**Run 1: sequential cells grouped by signal name**

Drawn at 12 px/um. Other sequential cells in the stronger gray, the rest of the logic in the fainter gray.
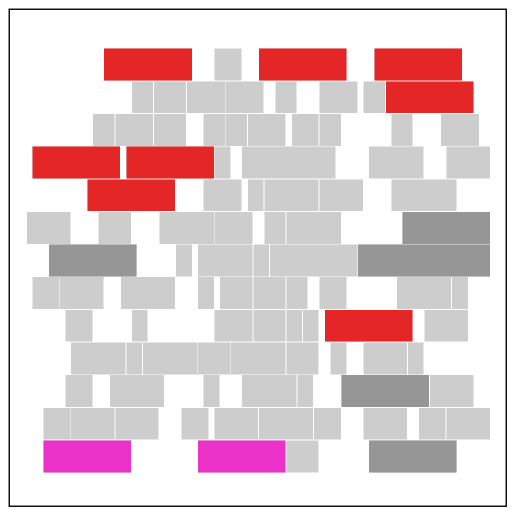
**Run 1: wire density map**

Drawn at 10 px/um. 8 x 8 tiles, from dark blue (low) to red (high), scaled to the fullest tile. Values are wire area over tile area, all layers added.
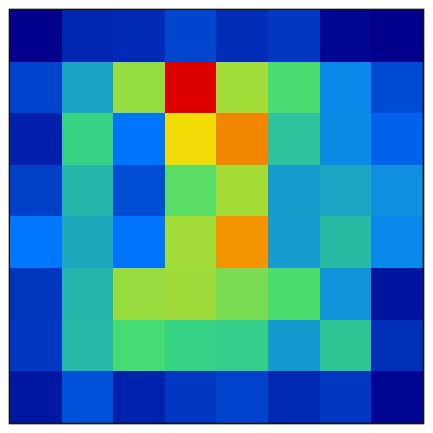
**Run 1: metal layers overlaid**

Drawn at 10 px/um. Two of the layers only.
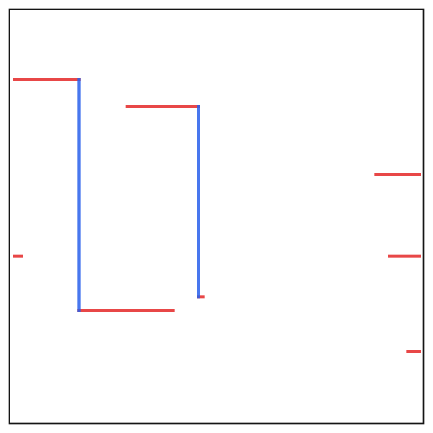
**Run 1: port wiring**

Drawn at 12 px/um.
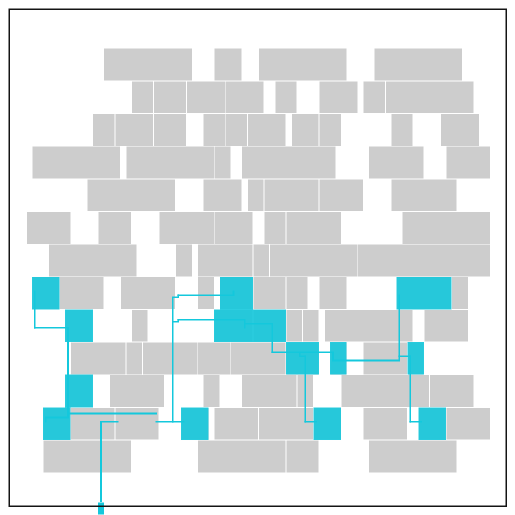
File: config.mk
export PLATFORM = sky130hd
export DESIGN_NAME = traffic_light_controller
export DESIGN_NICKNAME = d
export VERILOG_FILES = /design/src/rtl/traffic_light_controller.sv
export SDC_FILE = /design/constraint.sdc
export NUM_CORES = 1
export LEC_CHECK = 0
export CAP_MARGIN = 15
export CORE_UTILIZATION = 58
export DETAILED_ROUTE_END_ITERATION = 16
export PLACE_DENSITY_LB_ADDON = 0.12
export SETUP_SLACK_MARGIN = 0.5
export SYNTH_ARGS = -nofsm -noshare
export SYNTH_HDL_FRONTEND = slang
export SYNTH_SLANG_ARGS = --single-unit
File: constraint.sdc
create_clock -name clock -period 4.13 [get_ports clock]
set_clock_uncertainty 0.1 [all_clocks]
set_input_delay 0.6195 -clock clock [delete_from_list [all_inputs] [get_ports clock]]
set_output_delay 0.6195 -clock clock [all_outputs]
set_load 0.02 [all_outputs]
File: src/rtl/traffic_light_controller.sv
// rtl/traffic_light_controller.sv - two-road traffic-light sequencer with congestion-stretched main green (optional ALL_RED_EN clearance phases)
module traffic_light_controller #(
  parameter int MAIN_GREEN_T      = 10,
  parameter int MAIN_GREEN_CONG_T = 20,
  parameter int SIDE_GREEN_T      = 5,
  parameter int YELLOW_T          = 3,
  parameter int ALL_RED_T         = 2,
  parameter int CNT_W             = 8
) (
  input  logic       clock,
  input  logic       reset,
  input  logic       congestion,
  output logic [1:0] main_road,
  output logic [1:0] side_road
);

  localparam logic [1:0] RED    = 2'b00;
  localparam logic [1:0] YELLOW = 2'b01;
  localparam logic [1:0] GREEN  = 2'b10;

  // Last counter value of each phase; the phase ends on the edge where cnt reaches it.
  localparam logic [CNT_W-1:0] MG_LAST  = CNT_W'(MAIN_GREEN_T - 1);
  localparam logic [CNT_W-1:0] MGC_LAST = CNT_W'(MAIN_GREEN_CONG_T - 1);
  localparam logic [CNT_W-1:0] SG_LAST  = CNT_W'(SIDE_GREEN_T - 1);
  localparam logic [CNT_W-1:0] Y_LAST   = CNT_W'(YELLOW_T - 1);
`ifdef ALL_RED_EN
  localparam logic [CNT_W-1:0] AR_LAST  = CNT_W'(ALL_RED_T - 1);
`endif

  // Every dwell must fit the counter: 1 <= T <= 2^CNT_W.
  if (MAIN_GREEN_T < 1 || MAIN_GREEN_T > 2**CNT_W ||
      MAIN_GREEN_CONG_T < 1 || MAIN_GREEN_CONG_T > 2**CNT_W ||
      SIDE_GREEN_T < 1 || SIDE_GREEN_T > 2**CNT_W ||
      YELLOW_T < 1 || YELLOW_T > 2**CNT_W ||
      ALL_RED_T < 1 || ALL_RED_T > 2**CNT_W) begin : g_bad_dwell
    $error("traffic_light_controller: dwell parameter out of range for CNT_W");
  end

  typedef enum logic [2:0] {
    MAIN_GREEN  = 3'd0,
    MAIN_YELLOW = 3'd1,
    SIDE_GREEN  = 3'd2,
`ifdef ALL_RED_EN
    SIDE_YELLOW = 3'd3,
    ALL_RED_1   = 3'd4,
    ALL_RED_2   = 3'd5
`else
    SIDE_YELLOW = 3'd3
`endif
  } state_t;

  state_t             state;
  logic [CNT_W-1:0]   cnt;
  logic               cong_lat;

  // Phase sequencer: state, dwell counter, congestion latch and registered lamp outputs move together.
  always_ff @(posedge clock) begin
    if (reset) begin
      state     <= MAIN_GREEN;
      cnt       <= '0;
      cong_lat  <= congestion;
      main_road <= GREEN;
      side_road <= RED;
    end else begin
      case (state)
        MAIN_GREEN: begin
          if (cnt == (cong_lat ? MGC_LAST : MG_LAST)) begin
            state     <= MAIN_YELLOW;
            cnt       <= '0;
            main_road <= YELLOW;
            side_road <= RED;
          end else begin
            cnt <= cnt + 1'b1;
          end
        end
        MAIN_YELLOW: begin
          if (cnt == Y_LAST) begin
`ifdef ALL_RED_EN
            state     <= ALL_RED_1;
            main_road <= RED;
            side_road <= RED;
`else
            state     <= SIDE_GREEN;
            main_road <= RED;
            side_road <= GREEN;
`endif
            cnt <= '0;
          end else begin
            cnt <= cnt + 1'b1;
          end
        end
`ifdef ALL_RED_EN
        ALL_RED_1: begin
          if (cnt == AR_LAST) begin
            state     <= SIDE_GREEN;
            cnt       <= '0;
            main_road <= RED;
            side_road <= GREEN;
          end else begin
            cnt <= cnt + 1'b1;
          end
        end
`endif
        SIDE_GREEN: begin
          if (cnt == SG_LAST) begin
            state     <= SIDE_YELLOW;
            cnt       <= '0;
            main_road <= RED;
            side_road <= YELLOW;
          end else begin
            cnt <= cnt + 1'b1;
          end
        end
        SIDE_YELLOW: begin
          if (cnt == Y_LAST) begin
`ifdef ALL_RED_EN
            state     <= ALL_RED_2;
            main_road <= RED;
            side_road <= RED;
`else
            state     <= MAIN_GREEN;
            cong_lat  <= congestion;
            main_road <= GREEN;
            side_road <= RED;
`endif
            cnt <= '0;
          end else begin
            cnt <= cnt + 1'b1;
          end
        end
`ifdef ALL_RED_EN
        ALL_RED_2: begin
          if (cnt == AR_LAST) begin
            state     <= MAIN_GREEN;
            cnt       <= '0;
            cong_lat  <= congestion;
            main_road <= GREEN;
            side_road <= RED;
          end else begin
            cnt <= cnt + 1'b1;
          end
        end
`endif
        default: begin
          state     <= MAIN_GREEN;
          cnt       <= '0;
          cong_lat  <= congestion;
          main_road <= GREEN;
          side_road <= RED;
        end
      endcase
    end
  end

endmodule

==> impl_metrics.ini, run 1 <==
; yosys + openroad results
[run_status]
status = complete, no violations

[final_layout]
fin_area_sq_um = 980
nets = 109
n_fill_cell = 118
diodes = 0
mostFrequentLayoutCells = 14 x dfxtp_1, 10 x ha_1, 7 x inv_1, 7 x nor3_1, 7 x nand2b_1
lay_top_count = dfxtp_1
drive_gt1_frac = 0.0947
area_growth_pct = 9.51

[yosys]
fp_nets = 101
syn_area_sq_um = 895
ys_ff = 15
ys_chip_area_sq_um = 895
ys_cells = 88
ys_warn_count = 0
synthCells = 88
synth.distinct_cells = 32
synth_area_per_cell_sq_um = 10.2
ys_seq_frac = 0.347

[sta]
fin_setup_tns_ps = 0
tightest_slew_ps = 648
whs_ps = 371
drv_slew = 0
rsz0062_at_grt = no
hold_violations = 0
post-route-period-util = 0.476
clock.fmax_mhz = 509
slew_headroom = 0.566
min_period_ps = 1970
setup_viol = 0

[route]
drcViolationCount = 0
drt_iter0_drc = 2
vias = 601
final_antenna_net_count = 0
dr.pass1.iters = 2
wl_per_cell_um = 12.5
wl_um = 1380
vias_per_cell = 5.46

[floorplanning]
fp_util = 0.655
die_x_um = 41.3
dieArea_sq_um = 1700
io_pins = 7
core-area_sq_um = 1370
fp.dieH_um = 41.3
rows = 13

[min_path]
hp-class = reg -> reg

[global_routing]
grt_pass1_wl_um = 2080
grt.overflow.total = 0
antenna_found_initial = 0
grtUsageMet3 = 0.0652
use_met2 = 0.262
gr-usage-met1 = 0.261
grt_pass1_vias = 490
grt_max_degree = 15
grt_usage = 0.201
busiest_layer = met2

[clocking]
clockBufferDepth = 2
cts_tree = built
postCtsSetupBuffers = 0
cts.clk_slew.worst_paths_ps = 80
ctsHoldBuffers = 0
worstSkewPairLatency_ps = 290
cts.repair.resized = 0
cts_max_level = 1
clock_sinks = 15
numCtsBuffers = 3
cts-root-buf = clkbuf_4

[setup_path]
r2r_slack_ps = 2160
cp.required_ps = 4250
cp-end-kind = flip-flop
critPathArrivalTime_ps = 2090
path_max_fanout = 12
crit_type = reg -> reg
critPathLaunchType = flip-flop

[power]
p_per_area_nw_per_um2 = 356
leakage_nw = 0.378
vdd_drop_max_uv = 223

[placement]
io_buffer_count = 6
placedInstanceArea_sq_um = 953
hpwl_um = 1010
gp_congestion = 0.690

[job]
drv_cap = 0
warnings = 34
Back to the opening pictures, 'sequential cells grouped by signal name':
signal	color	placed flops
`cnt`	red	8
`state`	magenta	2
not colored	5
sequential power: 0.000180 W
Register Area: 310 sq um

Back to the opening pictures, 'wire density map':
fullest tile	0.39
nearly empty tiles	6.2%
densest ninth of the die	center
mean over tiles	0.13
tiles over half the peak	23%

Back to the opening pictures, 'metal layers overlaid':
layer	color	wire length
met3	red	32.4 um
met4	blue	42.2 um

Back to the opening pictures, 'port wiring':
port	color	direction	edge	end cells	buffers	wire
`reset`	cyan	input	south	14	1	91.7 um

## run 1: power breakdown
group,leakage [nW],switching [W],internal [W]
Clock,0.0150,0.0000465,0.0000376
Sequential,0.123,0.0000204,0.000159
Combinational,0.240,0.0000446,0.0000400
## run 1: worst max-delay path, cell delays in order, from the launching register on
cell and delay, ps:
dfxtp_1 410, inv_1 120, ha_1 190, nor2_1 140, a31oi_2 90, a211oi_4 610, mux2i_1 240
## run 1: synthesized netlist by cell type
library cell  count  area, sq um
buf_2             1         5.00
o211ai_2          1         12.5
a211oi_2          1         12.5
and4_1            1         8.76
nand3_1           3         15.0
nor3b_1           2         15.0
nor2_1            4         15.0
clkbuf_1          1         3.75
a211oi_1          1         7.51
o21bai_1          1         7.51
or3_1             1         6.26
nand4_1           1         6.26
a21o_1            2         15.0
nor4b_2           1         15.0
ha_1             10          125
dfxtp_1          14          280
nor4_4            1         21.3
inv_1             7         26.3
buf_6             1         11.3
xor2_1            3         26.3
nor3_1            7         35.0
nand2_1           2         7.51
a211oi_4          1         20.0
and3_1            1         6.26
nand2b_1          7         43.8
a41oi_1           1         8.76
edfxtp_1          1         30.0
a211o_1           1         8.76
a31oi_2           1         12.5
xnor2_1           3         26.3
and4b_1           1         10.0
mux2i_1           5         50.1
## run 1: final cells by class
| class | count | area [sq um] | share of cell area |
|---|---|---|---|
| clock buffer | 4 | 26.3 | 0.0268 |
| inverter | 7 | 26.3 | 0.0268 |
| multi-input combinational | 63 | 538 | 0.549 |
| sequential | 15 | 310 | 0.317 |
| tap | 15 | 18.8 | 0.0192 |
| timing repair buffer | 6 | 60.1 | 0.0613 |
## run 1: flip-flops by register name, summed over array words and instances (netlist names)
register   cells
state          2
cnt            8
main_road      2
side_road      2
cong_lat       1
## run 1: through the flow
stage / util / total power [W] / std cells / setup WS [ps]
after floorplan: - / 0.000250 / 88 / 2450
after global placement: 0.698 / 0.000267 / 106 / 2180
after detailed placement: 0.698 / 0.000268 / 106 / 2140
after CTS: 0.717 / 0.000352 / 110 / 2130
after global routing: 0.717 / 0.000370 / 110 / 2040
final: 0.717 / 0.000348 / 110 / 2160
## run 1: worst paths after layout
path,endpoint,from,cells past startpoint
setup / recovery,side_road[1],state[1],6
hold / removal,main_road[0],main_road[0],2
setup reg to reg,side_road[1],state[1],6
hold reg to reg,main_road[0],main_road[0],2
## run 1: logic make-up (layout without fill, tap and decap cells)
family,count (synthesis),after routing,share of synthesized area
DFF,15,15,0.347
buffers and inverters,10,17,0.0517
AOI/OAI and AO/OA,10,10,0.117
adders and majority gates,10,10,0.140
and+or+nand+nor,32,32,0.229
xor gates and xnor gates,6,6,0.0588
muxes,5,5,0.0559
## run 1: routing by layer
| layer | up-vias | wire length, um |
|---|---|---|
| li1 | 321 | - |
| met1 | 269 | 757 |
| met2 | 7 | 547 |
| met5 | - | 0 |
| met4 | 0 | 42 |
| met3 | 4 | 32 |
==> run 1 -> run 2 <==
--- a/config.mk
+++ b/config.mk
@@ -6,7 +6,8 @@
 export NUM_CORES = 1
 export LEC_CHECK = 0
 export CAP_MARGIN = 15
-export CORE_UTILIZATION = 58
+export CORE_ASPECT_RATIO = 1.2
+export CORE_UTILIZATION = 50
 export DETAILED_ROUTE_END_ITERATION = 16
 export PLACE_DENSITY_LB_ADDON = 0.12
 export SETUP_SLACK_MARGIN = 0.5
==> constraint.sdc (replaced) <==
create_clock -name clock -period 1.8 [get_ports clock]
set_clock_uncertainty 0.1 [all_clocks]
set_input_delay 0.27 -clock clock [delete_from_list [all_inputs] [get_ports clock]]
set_output_delay 0.27 -clock clock [all_outputs]
set_load 0.02 [all_outputs]
**Run 2: wire density map**

Drawn at 8 px/um. 8 x 10 tiles, from dark blue (low) to red (high), scaled to the fullest tile. Values are wire area over tile area, all layers added.
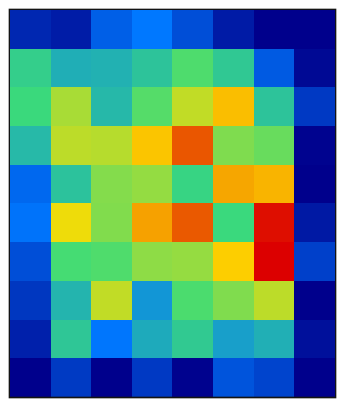
mean over tiles	0.14
fullest tile	0.34
densest ninth of the die	center
tiles over half the peak	38%
DR vias: 685
post-DR wirelength/cell: 14.0 um

**Run 2: metal layers overlaid**

Drawn at 8 px/um. Two of the layers only.
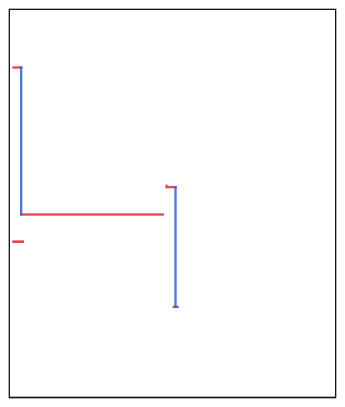
final WL: 1750 um
gr usage total: 0.216

==> impl_metrics.ini, run 2 <==
; yosys + openroad results
[run_status]
status = complete, no violations

[final_layout]
largest_register_ffs = 8
nets = 121
fin_area_sq_um = 1150
lay_top_count = buf_4
n_fill_cell = 133
mostFrequentLayoutCells = 11 x buf_4, 9 x ha_1, 9 x dfxtp_1, 7 x nand2b_1, 6 x nor3_1
area_growth_pct = 28.4

[yosys]
synth_top_cell_by_area = dfxtp_1
async_flop_share = 0
syn_area_sq_um = 895
area_leaders = dfxtp_1 31%, ha_1 14%, mux2i_1 5.6%
yosys.area_share.xor_xnor = 0.0587
yosys_most_used_dff = dfxtp_1
ys_warn_count = 0
top_cell = dfxtp_1
edf_count = 1
ys_seq_frac = 0.347
simple_gate_share = 0.229
ys_chip_area_sq_um = 895
synth.distinct_cells = 32

[global_routing]
grt_pass1_wl_um = 2990
grt.overflow.total = 0
grt_max_degree = 11
grt_pass1_vias = 711

[clocking]
clock_sinks = 15
numCtsBuffers = 3
clockBufferDepth = 2
worstSkewPairLatency_ps = 280
cts.clk_slew.worst_paths_ps = 90
cts_tree = built
cts_max_level = 1
cts-root-buf = clkbuf_4

[sta]
drv_slew = 0
min_period_ps = 1680
setup_ws_ps = 124
setup_viol = 0
fin_setup_tns_ps = 0
tightest_slew_ps = 318

[floorplanning]
die_x_um = 40.6
core-area_sq_um = 1660
fp_util = 0.538
rows = 16
io_pins = 7
fp.dieH_um = 48.3

[min_path]
hold_depth = 2
hp-class = reg -> reg
hold_path_end = main_road[0]

[power]
p_seq_frac = 0.461
power.share.combinational = 0.323
p_sw_frac = 0.327
vdd_drop_max_uv = 434
p_clk_frac = 0.216

[setup_path]
cp-end-kind = flip-flop
critPathArrivalTime_ps = 1780
rr_worst_depth = 5
r2r_end = state[1]
path_max_fanout = 6
worstReg2RegStart = cnt[6]
critPathLaunchType = flip-flop

[job]
warnings = 37
drv_cap = 0

[route]
dr.pass1.iters = 4
vias_per_cell = 5.48
drcViolationCount = 0
final_antenna_net_count = 0

[placement]
dp_worst_setup_slack_ps = 55.9
-- run 2: critical path, stage by stage, from the launching register on --
cell	delay, ps
dfxtp_4	370
nor4_4	320
o211ai_2	170
a211oi_4	290
buf_12	160
mux2i_1	170
-- run 2: repair_timing --
action                                  in CTS  in global routing
buffers inserted                             5                  1
gates resized                               21                  8
pin swaps                                    3                  0
hold endpoints to repair                     0                  0
hold buffers                                 0                  0
endpoints found under the setup margin      19                 19
-- run 2: layout make-up --
class,count,area [sq um],share of cell area
flip-flops and latches,15,327,0.284
well taps,18,22.5,0.0196
repair buffers,18,143,0.124
clock buffers,4,26.3,0.0229
inverters,7,28.8,0.0251
multi-input cells,63,602,0.524
-- run 2: worst max path at each step --
stage	start	endpoint	slack, ps	cells past startpoint
finish	cnt[6]	state[1]	120	5
global route	cnt[6]	side_road[1]	30	5
global placement	state[1]	main_road[0]	100	6
floorplan	cnt[7]	side_road[0]	160	5
detailed placement	state[1]	main_road[0]	60	6
CTS	cnt[7]	state[1]	110	5
-- run 2: logic make-up after synthesis --
| group | Yosys count |
|---|---|
| AND/OR/NAND/NOR | 32 |
| flip-flops | 15 |
| AND-OR/OR-AND | 10 |
| buffers and inverters | 10 |
| adder cells (fa/ha/maj) | 10 |
| XOR/XNOR | 6 |
| multiplexers | 5 |
-- run 2: metal layers --
layer,up-vias,routed length (um),GRT usage
met2,4,999,0.373
met3,4,21,0.0275
met4,0,33,0.0833
li1,345,-,-
met1,332,700,0.250
met5,-,0,0
-- run 2: power by group through the flow --
stage | combinational, W | sequential, W | clock (W)
floorplan | 0.000164 | 0.000416 | 0
global placement | 0.000255 | 0.000406 | 0
detailed placement | 0.000256 | 0.000409 | 0
CTS | 0.000280 | 0.000408 | 0.000195
global route | 0.000309 | 0.000414 | 0.000219
finish | 0.000285 | 0.000408 | 0.000191
-- run 2: through the flow --
stage          total power [W]  utilization  hold slack [ps]
2_1_floorplan         0.000579            -              269
3_3_place_gp          0.000662        0.620              349
3_5_place_dp          0.000665        0.620              363
4_1_cts               0.000883        0.691              376
5_1_grt               0.000942        0.691              394
6_report              0.000884        0.691              372
No activity file was given, so power comes from the tool's default toggle rates.
